Run 1, where the registers sit:
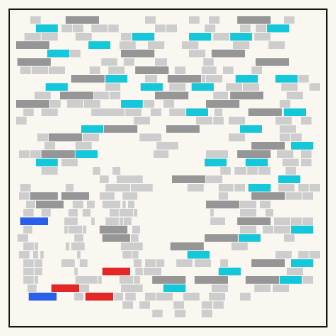
Run 1, cell outlines without signal wires:
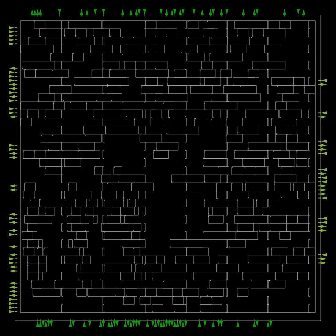
Run 1, routed metal per tile:
The die is cut into 21 by 21 equal tiles; black is low, pale yellow is high, scaled to the fullest tile. Values are wire area over tile area, all layers added.
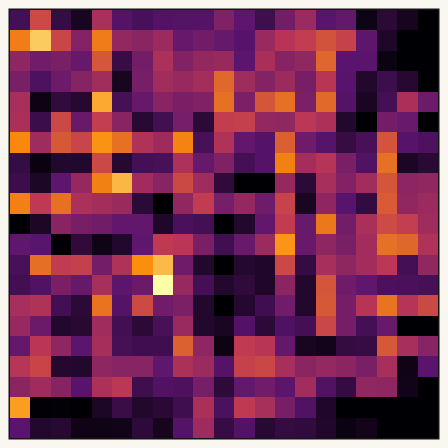
==> config.mk <==
export PLATFORM = sky130hd
export DESIGN_NAME = srsw_stream_ctrl
export DESIGN_NICKNAME = d
export VERILOG_FILES = /design/src/rtl/srsw_stream_ctrl.sv
export SDC_FILE = /design/constraint.sdc
export NUM_CORES = 1
export LEC_CHECK = 0
export CORE_MARGIN = 1.5
export CORE_UTILIZATION = 35
export DETAILED_ROUTE_END_ITERATION = 10
export PLACE_DENSITY_LB_ADDON = 0.1
export SLEW_MARGIN = 15
export SYNTH_ARGS = -nofsm -noshare
export SYNTH_HDL_FRONTEND = slang
export SYNTH_SLANG_ARGS = --single-unit
==> constraint.sdc <==
create_clock -name clk -period 2.5 [get_ports clk]
set_input_delay 0.25 -clock clk [delete_from_list [all_inputs] [get_ports clk]]
set_output_delay 0.25 -clock clk [all_outputs]
set_load 0.005 [all_outputs]
==> src/rtl/srsw_stream_ctrl.sv <==
`default_nettype none
// ============================================================================
//  Module      : srsw_stream_ctrl
//  Description : In-order stream FIFO.  Words are stored in an external
//                single-read / single-write memory of 2**ADDR_WIDTH slots and
//                pre-fetched into a 2-entry internal output buffer so that a
//                registered-read memory can still sustain one push and one
//                pop per cycle.
//  Revision    : 1.0 - initial release
// ----------------------------------------------------------------------------
//  Ports
//    clk        in   clock for all state
//    rst        in   asynchronous active-high reset
//    in_valid   in   upstream word offered
//    in_ready   out  word accepted this cycle (registered state only)
//    in_data    in   upstream word
//    out_valid  out  out_data holds the head word
//    out_ready  in   downstream consumes the head word this cycle
//    out_data   out  head word
//    mem_wen    out  memory write enable
//    mem_waddr  out  memory write address
//    mem_wdata  out  memory write data
//    mem_ren    out  memory read enable (memory registers mem_raddr)
//    mem_raddr  out  memory read address
//    mem_rdata  in   memory read data, valid the cycle after mem_ren
//    count      out  words held (memory + output buffer)
// ============================================================================
module srsw_stream_ctrl #(
   parameter int DATA_WIDTH = 32,
   parameter int ADDR_WIDTH = 2
) (
   input  logic                  clk,
   input  logic                  rst,
   input  logic                  in_valid,
   output logic                  in_ready,
   input  logic [DATA_WIDTH-1:0] in_data,
   output logic                  out_valid,
   input  logic                  out_ready,
   output logic [DATA_WIDTH-1:0] out_data,
   output logic                  mem_wen,
   output logic [ADDR_WIDTH-1:0] mem_waddr,
   output logic [DATA_WIDTH-1:0] mem_wdata,
   output logic                  mem_ren,
   output logic [ADDR_WIDTH-1:0] mem_raddr,
   input  logic [DATA_WIDTH-1:0] mem_rdata,
   output logic [ADDR_WIDTH:0]   count
);

   localparam int CNT_W   = ADDR_WIDTH + 1;
   localparam int c_DEPTH = 2 ** ADDR_WIDTH;

   // ------------------------------------------------------------------
   // State
   // ------------------------------------------------------------------
   logic [ADDR_WIDTH-1:0] wptr_q, wptr_d;
   logic [ADDR_WIDTH-1:0] rptr_q, rptr_d;
   logic [CNT_W-1:0]      mem_cnt_q, mem_cnt_d;
   logic                  rd_pending_q, rd_pending_d;
   logic [1:0]            buf_cnt_q, buf_cnt_d;
   logic [DATA_WIDTH-1:0] buf0_q, buf0_d;   // buffer head
   logic [DATA_WIDTH-1:0] buf1_q, buf1_d;   // buffer second entry

   // ------------------------------------------------------------------
   // Combinational control
   // ------------------------------------------------------------------
   logic             w_push;
   logic             w_pop;
   logic             w_ren;
   logic [CNT_W-1:0] w_unread;
   logic [2:0]       w_occ;
   logic [1:0]       w_tail;

   // in_ready depends only on registered state (and reset), never on
   // out_ready or in_valid.  A slot stays counted in mem_cnt until its read
   // data is captured, so a full memory can never have a pending slot
   // overwritten.
   assign in_ready = ~rst & (mem_cnt_q != CNT_W'(c_DEPTH));
   assign w_push   = in_valid & in_ready;
   assign w_pop    = out_valid & out_ready;

   // Slots written but not yet read-issued.
   assign w_unread = mem_cnt_q - CNT_W'(rd_pending_q);

   // Buffer occupancy as seen after this edge, including the read already
   // in flight.  A read is only issued when its data is guaranteed a free
   // buffer entry at capture time.
   assign w_occ = {1'b0, buf_cnt_q} + {2'b00, rd_pending_q} - {2'b00, w_pop};
   assign w_ren = (w_unread != '0) && (w_occ < 3'd2);

   // Entry index where captured read data lands, after any pop shift.
   assign w_tail = buf_cnt_q - {1'b0, w_pop};

   always_comb begin
      wptr_d       = wptr_q;
      rptr_d       = rptr_q;
      mem_cnt_d    = mem_cnt_q;
      rd_pending_d = w_ren;
      buf_cnt_d    = buf_cnt_q;
      buf0_d       = buf0_q;
      buf1_d       = buf1_q;

      if (w_push) begin
         wptr_d = wptr_q + 1'b1;
      end
      if (w_ren) begin
         rptr_d = rptr_q + 1'b1;
      end

      // Memory slot released only when its data is captured.
      mem_cnt_d = mem_cnt_q + CNT_W'(w_push) - CNT_W'(rd_pending_q);

      // Pop shifts first, then captured data is appended at the tail.
      if (w_pop) begin
         buf0_d = buf1_q;
      end
      if (rd_pending_q) begin
         if (w_tail == 2'd0) begin
            buf0_d = mem_rdata;
         end else begin
            buf1_d = mem_rdata;
         end
      end
      buf_cnt_d = buf_cnt_q - {1'b0, w_pop} + {1'b0, rd_pending_q};
   end

   // ------------------------------------------------------------------
   // Control registers (asynchronous reset)
   // ------------------------------------------------------------------
   always_ff @(posedge clk or posedge rst) begin
      if (rst) begin
         wptr_q       <= '0;
         rptr_q       <= '0;
         mem_cnt_q    <= '0;
         rd_pending_q <= 1'b0;
         buf_cnt_q    <= '0;
      end else begin
         wptr_q       <= wptr_d;
         rptr_q       <= rptr_d;
         mem_cnt_q    <= mem_cnt_d;
         rd_pending_q <= rd_pending_d;
         buf_cnt_q    <= buf_cnt_d;
      end
   end

   // Buffer data needs no reset: out_valid qualifies it.
   always_ff @(posedge clk) begin
      buf0_q <= buf0_d;
      buf1_q <= buf1_d;
   end

   // ------------------------------------------------------------------
   // Outputs
   // ------------------------------------------------------------------
   assign out_valid = (buf_cnt_q != 2'd0);
   assign out_data  = buf0_q;
   assign mem_wen   = w_push;
   assign mem_waddr = wptr_q;
   assign mem_wdata = in_data;
   assign mem_ren   = w_ren;
   assign mem_raddr = rptr_q;
   assign count     = mem_cnt_q + CNT_W'(buf_cnt_q);

endmodule
`default_nettype wire

==> flow_metrics.rpt, run 1 <==
FLOW METRICS REPORT
----------------------------------------------------
[Routing]
  Iteration tally of the first detailed-router pass ........................ 2
  Via total after detailed routing ........................ 1833
  Remaining design rule violation count ........................ 0
  Detail-routed net length per standard cell ........................ between 10 and 15 µm
  DRT antenna net count ........................ 0
  DRT iter0 DRCs ........................ 15

[Power and ir drop]
  Worst IR Drop VDD ........................ a little under 0.0007 V
  Logic power comb ........................ about 3.0 mW
  Seq pwr ........................ between 2 and 2.5 mW
  Total power after layout ........................ between 5 and 6 mW
  Power density of the placed cells ........................ around 1300 nW/µm²
  Cell internal power dissipation ........................ around 4.3 mW
  Sequential power share ........................ 34.4%
  Net Sw Frac ........................ approximately 28%
  Leak ........................ roughly 2.0 nW
  Clock share of power ........................ roughly 15%

[Clock network]
  Clock latency on the worst-skew pair ........................ 0.33 ns
  Post-CTS Hold Fix Bufs ........................ 0
  Cell chosen for the clock root ........................ sky130_fd_sc_hd__clkbuf_8
  CTS tree ........................ done
  Number of sinks driven by the clock tree ........................ roughly 74
  Buffer depth of the longest clock path ........................ 2
  Clock-pin slew on the worst setup and hold paths ........................ ~0.08 ns
  H-tree depth ........................ 3

[Finish]
  Commonest cells after routing, fill and taps aside ........................ sky130_fd_sc_hd__clkdlybuf4s50_1 (77), sky130_fd_sc_hd__mux2_4 (60), sky130_fd_sc_hd__edfxtp_1 (32), sky130_fd_sc_hd__dfxtp_1 (32), sky130_fd_sc_hd__buf_4 (14)
  Design Area, Final ........................ roughly 4500 µm²
  Layout Area Growth over Synthesis ........................ 30.86%
  Net count of the finished layout ........................ between 300 and 400
  Fill cell instance count of the final layout ........................ roughly 860

[Floorplanning]
  Ports ........................ about 140

[STA]
  Post-route minimum period ........................ about 2.4 ns
  Max-slew violation count ........................ 0
  Count of final hold-check violations ........................ 0
  Post-route fraction of the period consumed by the critical path ........................ a little over nine tenths
  Slew headroom ........................ a little under half
  Transition time of the tightest slew-check pin ........................ a little under 0.8 ns
  Worst-case clock skew ........................ between 0.007 and 0.008 ns
  F_max ........................ around 420 MHz

[Setup path]
  Required time of the worst setup path ........................ between 2 and 2.5 ns
  Reg2Reg Launch Point ........................ buf_cnt_q[1]$_DFF_PP0_
  Critical Path Sink Type ........................ primary output
  Maximum fanout count along the critical path ........................ 3
  Cell depth of the worst flop-to-flop path ........................ 5
  Worst setup SP type ........................ input port

[Logic synthesis]
  Commonest cells in the netlist ........................ sky130_fd_sc_hd__mux2_4 (60), sky130_fd_sc_hd__buf_4 (35), sky130_fd_sc_hd__dfxtp_1 (32), sky130_fd_sc_hd__edfxtp_1 (32)
  Share of synthesized registers carrying an async set or reset ........................ a little over an eighth
  Cell with the most instances after synthesis ........................ sky130_fd_sc_hd__mux2_4
  Post-synth cell types ........................ 24
  Average size of a mapped cell ........................ approximately 16 µm²
  Post-Synthesis Cell Area ........................ about 3500 µm²
  Number of synthesized register bits ........................ about 74
  Nets in the synthesized netlist ........................ around 300
  Adder share ........................ under 10%
  Number of cells in the yosys synthesis report ........................ 220
  Xor and xnor fraction of the mapped netlist area ........................ 2.274%
  Main area contributors after synthesis ........................ sky130_fd_sc_hd__edfxtp_1 (28%), sky130_fd_sc_hd__mux2_4 (26%), sky130_fd_sc_hd__dfxtp_1 (18%)
  Share of synthesized cell area in and, or, nand and nor gates ........................ roughly 2.1%

[Placement]
  Number of cells after detailed placement ........................ between 400 and 500

[Run status]
  Outcome ........................ finished, final reports clean

[Min path]
  Hold Path Class ........................ input port to async pin

[Global route]
  Grt total ovfl ........................ 0
  Wire length of the first global-routing pass ........................ 9094 µm

[Flow run]
  Maximum capacitance violations ........................ 0

----------------------------------------------------
Back to the opening pictures, 'where the registers sit':
netlist name	color	sequential cells
mem_cnt_q	red	3
mem_waddr	blue	2
out_data	cyan	32

Back to the opening pictures, 'cell outlines without signal wires':
post-route core utilization: 46.85%
number of cell rows: 36
floorplan core area: 9684 µm²

Back to the opening pictures, 'routed metal per tile':
mean over tiles	0.092
fullest tile	0.30
nearly empty tiles	6.8%

[run 1: area by class of cell]
type / count / area (µm²) / share of cell area, %
inverters: 10 / 37.54 / 0.8274
flip-flops and latches: 74 / 1852 / 40.82
clock buffers: 10 / 127.6 / 2.813
multi-input cells: 98 / 1320 / 29.10
clock inverters: 6 / 67.56 / 1.489
well taps: 133 / 166.4 / 3.668
repair buffers: 96 / 965.9 / 21.29
[run 1: timing repair]
item	CTS	global route
gates resized	3	3
hold endpoints to repair	0	0
pin swaps	2	2
setup endpoints to repair	1	1
buffers inserted	3	0
[run 1: worst max-delay path: stages]
cell and delay (ns):
sky130_fd_sc_hd__clkdlybuf4s50_1 0.47, sky130_fd_sc_hd__nand2b_1 0.21, sky130_fd_sc_hd__nand2_2 0.09, sky130_fd_sc_hd__ha_1 0.13, sky130_fd_sc_hd__inv_1 0.05, sky130_fd_sc_hd__fa_2 0.35, sky130_fd_sc_hd__xnor2_2 0.17, sky130_fd_sc_hd__o211a_1 0.20
sky130_fd_sc_hd__clkdlybuf4s15_1 0.21
[run 1: flip-flops by register name, summed over array words and instances, names as in the netlist]
register and count:
mem_raddr 2, rd_pending_q 1, buf1_q 32, mem_waddr 2, mem_cnt_q 3, buf_cnt_q 2, out_data 32
[run 1: stage by stage]
step | hold slack, ns | setup WS (ns)
floorplan | 0.09018 | 0.3689
global placement | 0.4589 | -0.2042
detailed placement | 0.4618 | -0.2510
CTS | 0.2696 | 0.03563
global route | 0.3065 | -0.002352
finish | 0.2711 | 0.1084
[run 1: layer usage]
layer  global-route usage (%)  wire, µm
met5                        0         0
met4                    6.112        96
met3                    3.322       343
met2                    17.58      2866
met1                    15.40      2842
Run 1, M3 wires:
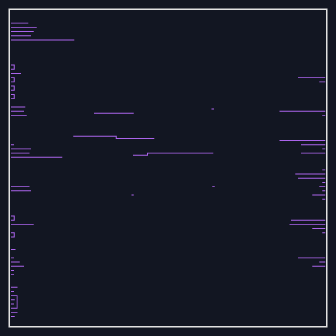

==> run 1 -> run 2 <==
- CORE_ASPECT_RATIO: not set -> 0.5
- clock period: 2.5 -> 2.6 ns (I/O delays scaled with it)
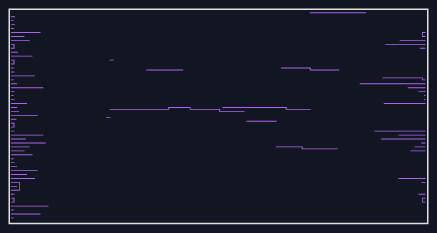
Run 2: M3 wires
share of all routed wire	7.9%
wire length on this layer	517 µm
longest straight run	22.3 µm
nets with wire on the layer	62

==> run 2 against run 1 <==
  * Worst setup slack better by 0.084 ns
  * Sequential share of layout area down 0.62 points
  * Non-clock buffer count down 1
  * Synthesized cell count unchanged
  * Wire length up 7.0%
  * Critical endpoint unchanged
==> flow_metrics.rpt, run 2 <==
FLOW METRICS REPORT
----------------------------------------------------
[Logic synthesis]
  Commonest cells in the netlist ........................ sky130_fd_sc_hd__mux2_4 (60), sky130_fd_sc_hd__buf_4 (35), sky130_fd_sc_hd__dfxtp_1 (32), sky130_fd_sc_hd__edfxtp_1 (32) (unchanged)
  Nets in the synthesized netlist ........................ 298 (unchanged)
  Share of synthesized registers carrying an async set or reset ........................ 13.51% (unchanged)
  Cell with the most instances after synthesis ........................ sky130_fd_sc_hd__mux2_4 (unchanged)
  Post-Synthesis Cell Area ........................ 3467 µm² (unchanged)
  Number of cells in the yosys synthesis report ........................ 220 (unchanged)
  Post-synth cell types ........................ 24 (unchanged)

[Setup path]
  Worst setup SP type ........................ flop (was input port)
  Required time of the worst setup path ........................ 2.34 ns (was 2.25 ns)

[Routing]
  DRT iter0 DRCs ........................ 44 (was 15)
  Iteration tally of the first detailed-router pass ........................ 4 (was 2)
  Via total after detailed routing ........................ 1885 (was 1833)

[Power and ir drop]
  Total power after layout ........................ 6.092 mW (was 5.992 mW)
  Net Sw Frac ........................ 26.58% (was 27.69%)
  Clock share of power ........................ 20.5% (was 15.3%)
  Worst IR Drop VDD ........................ 0.0003573 V (was 0.0006843 V)

[Clock network]
  Clock latency on the worst-skew pair ........................ 0.32 ns (was 0.33 ns)
  Number of sinks driven by the clock tree ........................ 74 (unchanged)

[Finish]
  Fill cell instance count of the final layout ........................ 827 (was 862)
  Multi-input gate area ........................ 1311 µm² (was 1320 µm²)
  Net count of the finished layout ........................ 366 (was 367)
  Number of multi-input combinational cells ........................ 98 (unchanged)
  Commonest cells after routing, fill and taps aside ........................ sky130_fd_sc_hd__clkdlybuf4s50_1 (77), sky130_fd_sc_hd__mux2_4 (60), sky130_fd_sc_hd__edfxtp_1 (32), sky130_fd_sc_hd__dfxtp_1 (32), sky130_fd_sc_hd__buf_4 (15) (was sky130_fd_sc_hd__clkdlybuf4s50_1 (77), sky130_fd_sc_hd__mux2_4 (60), sky130_fd_sc_hd__edfxtp_1 (32), sky130_fd_sc_hd__dfxtp_1 (32), sky130_fd_sc_hd__buf_4 (14))
  Design Area, Final ........................ 4607 µm² (was 4537 µm²)

[STA]
  Max-slew violation count ........................ 0 (unchanged)
  Worst-case clock skew ........................ 0.003732 ns (was 0.007862 ns)
  Hold WS ........................ 0.3335 ns (was 0.2711 ns)
  Slew headroom ........................ 72.91% (was 47.65%)

[Floorplanning]
  Ports ........................ 143 (unchanged)
  Number of tap cells added at floorplan ........................ 135 (was 133)
  Number of cell rows ........................ 25 (was 36)
  Floorplan core area ........................ 9540 µm² (was 9684 µm²)

[Min path]
  Hold Path Class ........................ input port to async pin (unchanged)

[Global route]
  Wire length of the first global-routing pass ........................ 10340 µm (was 9094 µm)

[Run status]
  Outcome ........................ finished, final reports clean (unchanged)

[Placement]
  Number of cells after detailed placement ........................ 410 (was 408)

----------------------------------------------------
==> run 2: power groups by stage <==
stage	combinational, mW	clock (mW)	sequential (mW)
2_1_floorplan	1.62	0	2.03
3_3_place_gp	2.81	0	2.01
3_5_place_dp	2.84	0	2.02
4_1_cts	2.91	1.30	2.00
5_1_grt	3.07	1.33	2.06
6_report	2.85	1.25	1.99
==> run 2: worst max path at each step <==
| stage | end | slack [ns] | depth (start not counted) |
|---|---|---|---|
| 6_report | mem_ren | 0.19 | 7 |
| 5_1_grt | mem_ren | 0.09 | 7 |
| 4_1_cts | mem_ren | 0.17 | 7 |
| 3_5_place_dp | mem_ren | -0.14 | 9 |
| 3_3_place_gp | mem_ren | -0.08 | 9 |
| 2_1_floorplan | buf1_q[0]$_DFFE_PP_ | 0.47 | 3 |
==> run 2: kinds of logic after synthesis <==
kind of cell / count (synthesis) / synth area share [%]
adder cells (fa/ha/maj): 10 / 4.258
XOR/XNOR: 9 / 2.273
AND/OR/NAND/NOR: 11 / 2.129
flip-flops: 74 / 53.41
buffers and inverters: 48 / 9.635
AND-OR/OR-AND: 4 / 1.011
multiplexers: 64 / 27.28
==> run 2: critical path, cell delays in order, from the launching register on <==
cell,delay [ns]
sky130_fd_sc_hd__dfrtp_1,0.38
sky130_fd_sc_hd__nand3b_2,0.22
sky130_fd_sc_hd__nand2_2,0.08
sky130_fd_sc_hd__ha_1,0.15
sky130_fd_sc_hd__inv_1,0.05
sky130_fd_sc_hd__fa_2,0.53
sky130_fd_sc_hd__o211a_1,0.17
sky130_fd_sc_hd__dlygate4sd2_1,0.24
==> run 2: per-layer routing <==
layer | GRT usage (%) | part of all wire, %
met5 | 0 | 0
met4 | 5.442 | 1.5
met3 | 5.541 | 7.8
met2 | 22.22 | 49
met1 | 14.75 | 42
Power and IR drop assume default switching activity.
